**M3 wires**

(2 px per micron) Cells faint in the background.
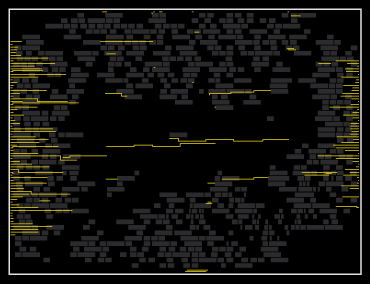
**Nets reached from selected ports**

(3 px per micron)
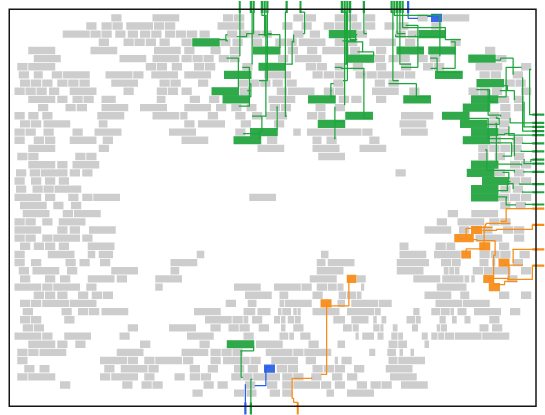
**Routed clock nets over the placement**

(3 px per micron)
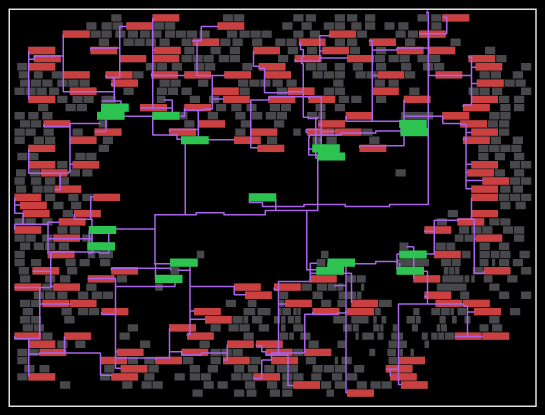
**Cell classes on the final placement**

(1.5 px per micron)
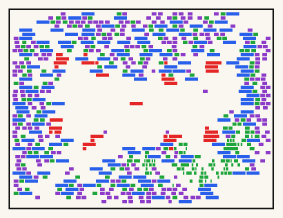
==> config.mk <==
export PLATFORM = sky130hd
export DESIGN_NAME = id_ex_reg
export DESIGN_NICKNAME = d
export VERILOG_FILES = /design/src/rtl/id_ex_reg.sv
export SDC_FILE = /design/constraint.sdc
export NUM_CORES = 1
export LEC_CHECK = 0
export CAP_MARGIN = 20
export CELL_PAD_IN_SITES_DETAIL_PLACEMENT = 0
export CELL_PAD_IN_SITES_GLOBAL_PLACEMENT = 2
export CORE_ASPECT_RATIO = 0.75
export CORE_UTILIZATION = 25
export CTS_CLUSTER_DIAMETER = 150
export DETAILED_ROUTE_END_ITERATION = 7
export PLACE_DENSITY = 0.84
export SYNTH_ARGS = -nofsm -noshare
export SYNTH_HDL_FRONTEND = slang
export SYNTH_SLANG_ARGS = --single-unit
==> constraint.sdc <==
create_clock -name clk_i -period 5.81 [get_ports clk_i]
set_input_delay 1.162 -clock clk_i [delete_from_list [all_inputs] [get_ports clk_i]]
set_output_delay 1.162 -clock clk_i [all_outputs]
set_load 0.05 [all_outputs]
==> tab_implementation.tex <==
% Implementation results table
\begin{tabular}{lr}
\hline
Metric & Value \\
\hline
\multicolumn{2}{l}{\textbf{Final layout}} \\
\quad Sequential cell area & 3550 sq um \\
\quad Share of final layout cell area taken by non-clock buffers & 0.302 \\
\quad Multi-input comb cells & 207 \\
\multicolumn{2}{l}{\textbf{Synthesis}} \\
\quad Top cell type by instance count after synthesis & sky130\_fd\_sc\_hd\_\_dfrtp\_1 \\
\quad Cell count after synthesis & 394 \\
\quad Mapped Avg Cell Area & 14.3 sq um \\
\quad AND/OR/NAND/NOR Cells, Area Fraction & 0.0503 \\
\quad Most instantiated cells after synthesis & sky130\_fd\_sc\_hd\_\_dfrtp\_1 (142), sky130\_fd\_sc\_hd\_\_a32o\_1 (126), sky130\_fd\_sc\_hd\_\_clkbuf\_1 (24), sky130\_fd\_sc\_hd\_\_xnor2\_1 (24), sky130\_fd\_sc\_hd\_\_nand3\_1 (13) \\
\quad Count of synthesis-stage warnings from yosys & 0 \\
\quad Synth unique cells & 27 \\
\multicolumn{2}{l}{\textbf{Power and ir drop}} \\
\quad Overall Power & 2840 uW \\
\quad Design internal power & 1970 uW \\
\quad Register share of total power & 0.388 \\
\multicolumn{2}{l}{\textbf{Outcome}} \\
\quad Status & complete, no violations \\
\multicolumn{2}{l}{\textbf{Setup path}} \\
\quad Top cell by count, worst path & sky130\_fd\_sc\_hd\_\_clkdlybuf4s50\_1 \\
\quad Delay of the slowest cell on the worst path & 0.82 ns \\
\quad Critical path fanouts, max & 8 \\
\quad Top Family by Delay on Critical Path & buffers and inverters \\
\quad Critical-path cell list & clkdlybuf4s50\_1 -> xnor2\_1 -> nand3\_1 -> o22ai\_4 -> nand2\_4 -> nor2\_1 -> clkdlybuf4s50\_1 \\
\multicolumn{2}{l}{\textbf{Job}} \\
\quad Tally of max-capacitance violations & 0 \\
\multicolumn{2}{l}{\textbf{Floorplan}} \\
\quad Die X-Extent & 175 microns \\
\quad Floorplan Utilization & 0.255 \\
\multicolumn{2}{l}{\textbf{Detailed routing}} \\
\quad Number of design-rule violations left by the first detailed-router iteration & 214 \\
\multicolumn{2}{l}{\textbf{Clock tree}} \\
\quad Number of sinks on the clock net & 142 \\
\quad Register clock-pin slew on the reported worst setup and hold paths & 0.06 ns \\
\quad CTS Root Buffer Type & sky130\_fd\_sc\_hd\_\_clkbuf\_16 \\
\multicolumn{2}{l}{\textbf{Global route}} \\
\quad Global Route Usage Sum & 0.155 \\
\quad Sum of overflow across all layers after global routing & 0 \\
\multicolumn{2}{l}{\textbf{STA}} \\
\quad Final Cycle Share & 0.788 \\
\quad Setup tns final & 0 ns \\
\multicolumn{2}{l}{\textbf{Placed design}} \\
\quad Placed wire-length estimate after detailed placement & 12200 microns \\
\hline
\end{tabular}
## Picture notes: 'M3 wires'
The layer holds 7.4% of the routed length. 139 nets have wire on it.
via count of the routed design: 4759
total wirelength of the detailed-routed design: 17800 microns

## Picture notes: 'nets reached from selected ports'
imm_o: in green, direction output, edge 18 top, 13 right, 1 bottom, end cells 32, buffers 32, wire 946 microns. ALUOp_i: in blue, direction input, edge 1 top, 1 bottom, end cells 2, buffers 2, wire 28.5 microns. rs_addr_i: in orange, direction input, edge 4 right, 1 bottom, end cells 10, buffers 5, wire 211 microns.
number of ports placed on the die boundary: 273
IO buf count: 272

## Picture notes: 'routed clock nets over the placement'
clock wires: in purple, length 2020 microns. clock drivers: in green, count 17. flip-flops: in red, count 142.
There are 18 routed clock nets.
clk pwr: 1110 uW
clk_lat worst skew: 0.41 ns

## Picture notes: 'cell classes on the final placement'
combinational and other logic: in green, cells 210. flops: in blue, cells 142. other buffers and delay cells: in purple, cells 278. clock drivers and dummy loads: in red, cells 32.
number of rows created at floorplan: 47
proportion of cell area occupied by registers: 0.388
Core Footprint: 22100 sq um

[power groups by stage]
stage / logic, uW / clock network [uW] / registers [uW]
after floorplan: 119 / 0 / 1360
after global placement: 625 / 0 / 1110
after detailed placement: 632 / 0 / 1120
after CTS: 633 / 1150 / 1100
after global routing: 655 / 1190 / 1110
final: 628 / 1110 / 1100
[metal layers]
metal / vias up / wire length (microns)
met5: - / 0
met4: 0 / 310
met3: 23 / 1330
met2: 172 / 8490
met1: 2454 / 7690
li1: 2110 / -
[kinds of logic after synthesis]
logic type      count (synthesis)
mux                             1
compound gates                129
fa+ha+maj                       1
xor+xnor                       25
flops                         142
buf+inv                        45
simple gates                   51
Power and IR drop assume default switching activity.
